--- config.mk ---
export PLATFORM = sky130hd
export DESIGN_NAME = msc_result_calc
export DESIGN_NICKNAME = d
export VERILOG_FILES = /design/src/rtl/msc_pkg.sv /design/src/rtl/msc_term_sel.sv /design/src/rtl/msc_result_calc.sv
export SDC_FILE = /design/constraint.sdc
export NUM_CORES = 1
export LEC_CHECK = 0
export CAP_MARGIN = 20
export CORE_MARGIN = 1.5
export CORE_UTILIZATION = 65
export CTS_BUF_LIST = sky130_fd_sc_hd__clkbuf_16
export CTS_CLUSTER_DIAMETER = 200
export DETAILED_ROUTE_END_ITERATION = 8
export MAX_ROUTING_LAYER = met4
export PLACE_DENSITY = 0.88
export SLEW_MARGIN = 30
export SYNTH_ARGS = -nofsm -noshare
export SYNTH_HDL_FRONTEND = slang
export SYNTH_SLANG_ARGS = --single-unit
--- constraint.sdc ---
create_clock -name clk -period 21.7 [get_ports clk]
set_input_delay 4.34 -clock clk [delete_from_list [all_inputs] [get_ports clk]]
set_output_delay 4.34 -clock clk [all_outputs]
set_load 0.05 [all_outputs]
--- src/rtl/msc_pkg.sv ---
// Shared definitions for the multi-slope converter count snapshot and result reduction.
package msc_pkg;

    localparam int unsigned RU_CNT_W      = 32;
    localparam int unsigned RD_W          = 12;
    localparam int unsigned SLOPE_W       = 8;
    localparam int unsigned RES_W_DEF     = 48;
    localparam int unsigned DROP_W        = 8;
    localparam int unsigned STATE_W       = 3;

    // Slope weights are powers of two: 512 (rundown), 64, 8, 1.
    localparam int unsigned RD_SHIFT      = 9;
    localparam int unsigned N64_SHIFT     = 6;
    localparam int unsigned P8_SHIFT      = 3;
    localparam int unsigned N1_SHIFT      = 0;

    // Run-up charge per PWM period of net imbalance: 250 clocks x 512 LSB.
    localparam int unsigned RU_WEIGHT_DEF = 128000;

    typedef enum logic [STATE_W-1:0] {
        IDLE  = 3'd0,
        T_RU  = 3'd1,
        T_RD  = 3'd2,
        T_N64 = 3'd3,
        T_P8  = 3'd4,
        T_N1  = 3'd5,
        OUT   = 3'd6
    } msc_state_e;

    typedef struct packed {
        logic [RU_CNT_W-1:0] ru_pos;
        logic [RU_CNT_W-1:0] ru_neg;
        logic [RD_W-1:0]     rd;
        logic [SLOPE_W-1:0]  n64;
        logic [SLOPE_W-1:0]  p8;
        logic [SLOPE_W-1:0]  n1;
    } msc_snap_t;

    localparam int unsigned SNAP_W = $bits(msc_snap_t);

endpackage

--- src/rtl/msc_term_sel.sv ---
// Selects and weights the single snapshot term that the current state contributes.
module msc_term_sel
    import msc_pkg::*;
#(
    parameter int unsigned RES_W     = RES_W_DEF,
    parameter int unsigned RU_WEIGHT = RU_WEIGHT_DEF
) (
    input  logic [STATE_W-1:0] state_i,
    input  logic [SNAP_W-1:0]  snap_i,
    output logic [RES_W-1:0]   term_o
);

    msc_snap_t               snap;
    logic signed [RU_CNT_W:0] ru_diff;
    logic signed [RES_W-1:0]  ru_diff_ext;
    logic [RES_W-1:0]         ru_term;
    logic [RES_W-1:0]         rd_mag;
    logic [RES_W-1:0]         n64_mag;
    logic [RES_W-1:0]         p8_mag;
    logic [RES_W-1:0]         n1_mag;

    assign snap = msc_snap_t'(snap_i);

    // Net run-up imbalance, one bit wider so the difference keeps its sign.
    assign ru_diff     = $signed({1'b0, snap.ru_pos}) - $signed({1'b0, snap.ru_neg});
    assign ru_diff_ext = RES_W'(ru_diff);
    assign ru_term     = ru_diff_ext * $signed(RES_W'(RU_WEIGHT));

    // Residue magnitudes; the sign is applied in the mux below.
    assign rd_mag  = RES_W'(snap.rd)  << RD_SHIFT;
    assign n64_mag = RES_W'(snap.n64) << N64_SHIFT;
    assign p8_mag  = RES_W'(snap.p8)  << P8_SHIFT;
    assign n1_mag  = RES_W'(snap.n1)  << N1_SHIFT;

    // Per-state signed term; idle and output states contribute nothing.
    always_comb begin
        term_o = '0;
        case (msc_state_e'(state_i))
            T_RU:    term_o = ru_term;
            T_RD:    term_o = -rd_mag;
            T_N64:   term_o = n64_mag;
            T_P8:    term_o = -p8_mag;
            T_N1:    term_o = n1_mag;
            default: term_o = '0;
        endcase
    end

endmodule

--- src/rtl/msc_result_calc.sv ---
// Accepts a conversion count snapshot and reduces it, one term per cycle, to a signed result.
module msc_result_calc
    import msc_pkg::*;
#(
    parameter int unsigned RU_WEIGHT = RU_WEIGHT_DEF,
    parameter int unsigned RES_W     = RES_W_DEF
) (
    input  logic                clk,
    input  logic                rst,
    input  logic                in_valid,
    output logic                in_ready,
    input  logic [RU_CNT_W-1:0] ru_pos,
    input  logic [RU_CNT_W-1:0] ru_neg,
    input  logic [RD_W-1:0]     rd,
    input  logic [SLOPE_W-1:0]  n64,
    input  logic [SLOPE_W-1:0]  p8,
    input  logic [SLOPE_W-1:0]  n1,
    output logic                out_valid,
    input  logic                out_ready,
    output logic [RES_W-1:0]    result,
    output logic [DROP_W-1:0]   drop_cnt
);

    msc_state_e        state_q;
    msc_snap_t         snap_q;
    msc_snap_t         snap_in;
    logic [RES_W-1:0]  acc_q;
    logic [RES_W-1:0]  result_q;
    logic              out_valid_q;
    logic [DROP_W-1:0] drop_q;
    logic [RES_W-1:0]  term;
    logic [RES_W-1:0]  acc_sum;

    assign snap_in = {ru_pos, ru_neg, rd, n64, p8, n1};

    msc_term_sel #(
        .RES_W     (RES_W),
        .RU_WEIGHT (RU_WEIGHT)
    ) u_term_sel (
        .state_i (state_q),
        .snap_i  (snap_q),
        .term_o  (term)
    );

    assign acc_sum = acc_q + term;

    // Ready in IDLE, and in OUT exactly when the current result is being taken.
    assign in_ready  = (state_q == IDLE) || ((state_q == OUT) && out_ready);
    assign out_valid = out_valid_q;
    assign result    = result_q;
    assign drop_cnt  = drop_q;

    // Sequencer: capture snapshot, accumulate five terms, hold result until taken.
    always_ff @(posedge clk or posedge rst) begin
        if (rst) begin
            state_q     <= IDLE;
            snap_q      <= '0;
            acc_q       <= '0;
            result_q    <= '0;
            out_valid_q <= 1'b0;
        end else begin
            case (state_q)
                IDLE: begin
                    if (in_valid) begin
                        snap_q  <= snap_in;
                        acc_q   <= '0;
                        state_q <= T_RU;
                    end
                end
                T_RU: begin
                    acc_q   <= acc_sum;
                    state_q <= T_RD;
                end
                T_RD: begin
                    acc_q   <= acc_sum;
                    state_q <= T_N64;
                end
                T_N64: begin
                    acc_q   <= acc_sum;
                    state_q <= T_P8;
                end
                T_P8: begin
                    acc_q   <= acc_sum;
                    state_q <= T_N1;
                end
                T_N1: begin
                    acc_q       <= acc_sum;
                    result_q    <= acc_sum;
                    out_valid_q <= 1'b1;
                    state_q     <= OUT;
                end
                OUT: begin
                    if (out_ready) begin
                        out_valid_q <= 1'b0;
                        if (in_valid) begin
                            snap_q  <= snap_in;
                            acc_q   <= '0;
                            state_q <= T_RU;
                        end else begin
                            state_q <= IDLE;
                        end
                    end
                end
                default: begin
                    state_q     <= IDLE;
                    out_valid_q <= 1'b0;
                end
            endcase
        end
    end

    // Counts snapshots lost to back-pressure, saturating at all-ones.
    always_ff @(posedge clk or posedge rst) begin
        if (rst) begin
            drop_q <= '0;
        end else if (in_valid && !in_ready && (drop_q != {DROP_W{1'b1}})) begin
            drop_q <= drop_q + DROP_W'(1);
        end
    end

endmodule

==> images/density.png <==
17 x 17 tiles, from white (low) to dark blue (high), 0 to 100% covered.
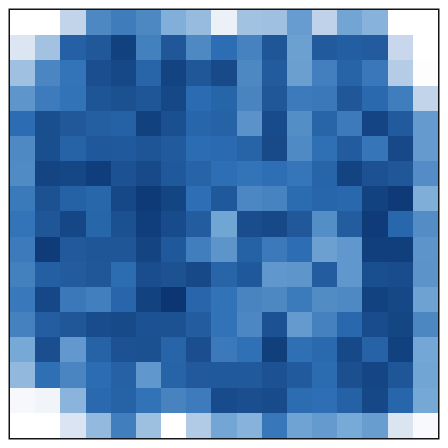
fullest tile	98%
nearly empty tiles	3.1%
mean over tiles	71%
tiles over 75% full	56%

==> images/final_placement.png <==
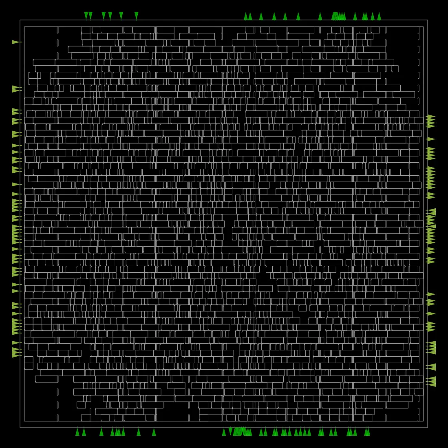
filler cell count: 1878
Finished Core Util: 0.762

==> images/registers.png <==
Other sequential cells in the stronger gray, the rest of the logic in the fainter gray.
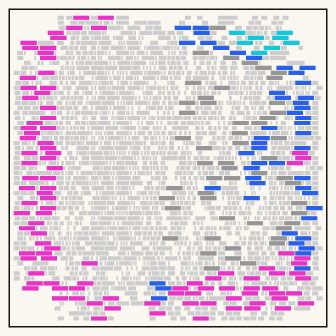
color	signal	flops
blue	result	48
magenta	snap_q	100
cyan	drop_cnt	8
not colored	52

==> images/met1.png <==
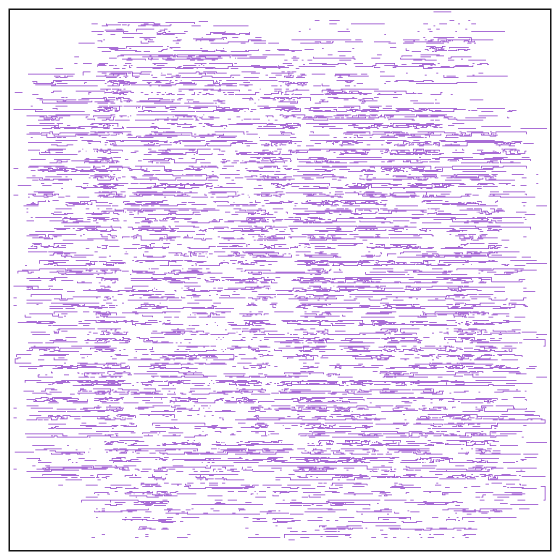
wire length on this layer	17900 microns
share of all routed wire	42%
longest straight run	34.5 microns
nets with wire on the layer	2401

==> run notes <==
run results: FFs w/ async S/R, synth=1.00, hold depth=2, Post-Syn Nets=2413, clk buf depth=3, Yosys top cell by area=dfrtp_1, Nets=2555, Worst-path clk slew=0.06 ns, CTS sink cnt=208, core region area=27900 sq um, initial antenna violation count=0, TritonRoute pass-1 iters=6, Via Count=14800, Worst Tran Pin Value=1.02 ns, Hold Slack=0.471 ns, slew margin rel.=0.313, Die ar.=29400 sq um, Req. time, crit path=17.36 ns, grt total ovfl=0, tally of OpenROAD warnings=28, Post-DP Area=20400 sq um, Hold EP=result[6]$_DFFE_PP0P_, Worst Hold Class=flop to flop, cell area after layout=21200 sq um, crit path DAT=6.43 ns, worst-path fanout max=5, status=finished, final reports clean, Top FF cell, synth=dfrtp_1, Die Height=171 microns, CP Launch Type=input pin, Post-synth regs=208, WL per Instance=16.7 microns, final slew viol count=0, global-route usage over all layers=0.305, vias in the first global route=15200, Top Metal Used=met4, DRT met1 WL=17.9 mm, H-tree depth=1, number of enable flip-flop cells=0, Setup CP Type=input pin to output pin, Clock Skews=0.0154 ns, HPWL Detailed=32.3 mm, Yosys Instances=2002, final hold vios=0, crit path time final=10.77 ns, PostCTS Resize Cnt=0, CTS buffer count=24, I/O Pins=162, Hold-fix buffers, CTS=0, FMAX=92.9 MHz, DRC=0, DRT iter0 DRCs=1382, worst setup margin=10.93 ns, met3 wire length=2.37 mm, Final Wtd Congestion=0.951, unrepaired setup endpoints after global routing=false, first-pass GRT wire length=70.7 mm, worst r2r src=snap_q[69]$_DFFE_PP0P_, Syn Inst Count=2002, TritonCTS clock tree=done, drt total wl=42.4 mm, R2R Setup Slk=12.28 ns, FP Util=0.662, # Post-CTS Setup Buffers=0, crit end category=output pin, setup TNS=0 ns, Area Overhead vs Synth=15.1%, die width=171 microns, setup slack at placement=10.93 ns, Hold Path Origin=result[6]$_DFFE_PP0P_, r2r endpoint=result[47]$_DFFE_PP0P_, Max Cap Viol=0, Clock Latency Late Sink=0.54 ns, Syn Area/Cell=9.22 sq um, final setup fails=0, YS chip area=18500 sq um
through the flow:
stage                     cells   util
final                      2538  0.762
after global routing       2538  0.762
after CTS                  2538  0.762
after detailed placement   2496  0.733
after global placement     2495  0.732
after floorplan            2002      -
kinds of logic after synthesis:
family | Yosys count | share of synthesized area
AND/OR/NAND/NOR | 409 | 0.0999
buffers and inverters | 385 | 0.0790
multiplexers | 82 | 0.0499
flip-flops | 208 | 0.282
other | 1 | 0.000203
AND-OR/OR-AND | 470 | 0.164
adder cells (fa/ha/maj) | 308 | 0.258
XOR/XNOR | 139 | 0.0667
flip-flops by register name (all words and copies together), names as in the netlist:
register / cells
out_valid: 1
state_q: 3
drop_cnt: 8
snap_q: 100
result: 48
acc_q: 48
metal layers:
| layer | vias to the layer above | track usage |
|---|---|---|
| li1 | 6995 | - |
| met1 | 7176 | 0.374 |
| met2 | 493 | 0.527 |
| met3 | 104 | 0.0343 |
| met4 | 0 | 0.101 |
| met5 | - | - |
cells in the final DEF (no fill, tap or decap), types with 5 or more instances in the layout:
master,count
buf_4,6
nand2b_1,18
a22oi_1,8
a21o_1,41
clkinv_1,5
nor2b_1,15
clkdlybuf4s50_1,161
a22o_1,42
o31ai_1,10
a31oi_1,17
nand3_1,16
o21a_1,18
a211oi_1,6
inv_1,334
o21ai_0,123
nor4_1,5
fa_1,121
and3_1,18
dfrtp_1,208
nor3_1,17
xnor2_1,92
mux2_2,80
o21bai_1,27
clkbuf_16,24
nand4_1,8
ha_1,186
nor2_1,86
xor2_1,45
nand2_1,195
a21oi_1,116
final cells by class:
type                            instances  area [sq um]  area share
Sequential cell                       208          5200       0.245
Timing Repair Buffer                  168          1680      0.0793
Multi-Input combinational cell       1409         11800       0.557
Clock buffer                           24           601      0.0283
Tap cell                              378           473      0.0223
Inverter                              333          1260      0.0595
Clock inverter                         18           186     0.00878
worst max-delay path by stage:
stage | slack (ns) | cells past startpoint | from | end
detailed placement | 10.93 | 4 | out_ready | in_ready
floorplan | 11.68 | 1 | rst | acc_q[0]$_DFFE_PP0P_
CTS | 10.93 | 4 | out_ready | in_ready
global placement | 10.94 | 4 | out_ready | in_ready
finish | 10.93 | 4 | out_ready | in_ready
global route | 10.91 | 4 | out_ready | in_ready
Yosys cell counts, types with 10 or more instances:
master	n
nand3_1	16
a31oi_1	17
o21ai_0	124
xor2_1	45
o21a_1	18
ha_1	186
and3_1	18
a22o_1	42
mux2_2	80
nand2_1	196
a21oi_1	116
nor2b_1	15
xnor2_1	93
fa_1	121
dfrtp_1	208
nand2b_1	18
o31ai_1	10
inv_1	333
a21o_1	41
o21bai_1	27
nor2_1	86
nor3_1	17
clkbuf_1	43
worst max-delay path: stages:
cell and delay [ns]:
clkdlybuf4s50_1 0.55, nand3_1 0.09, a21oi_1 0.52, clkdlybuf4s50_1 0.92
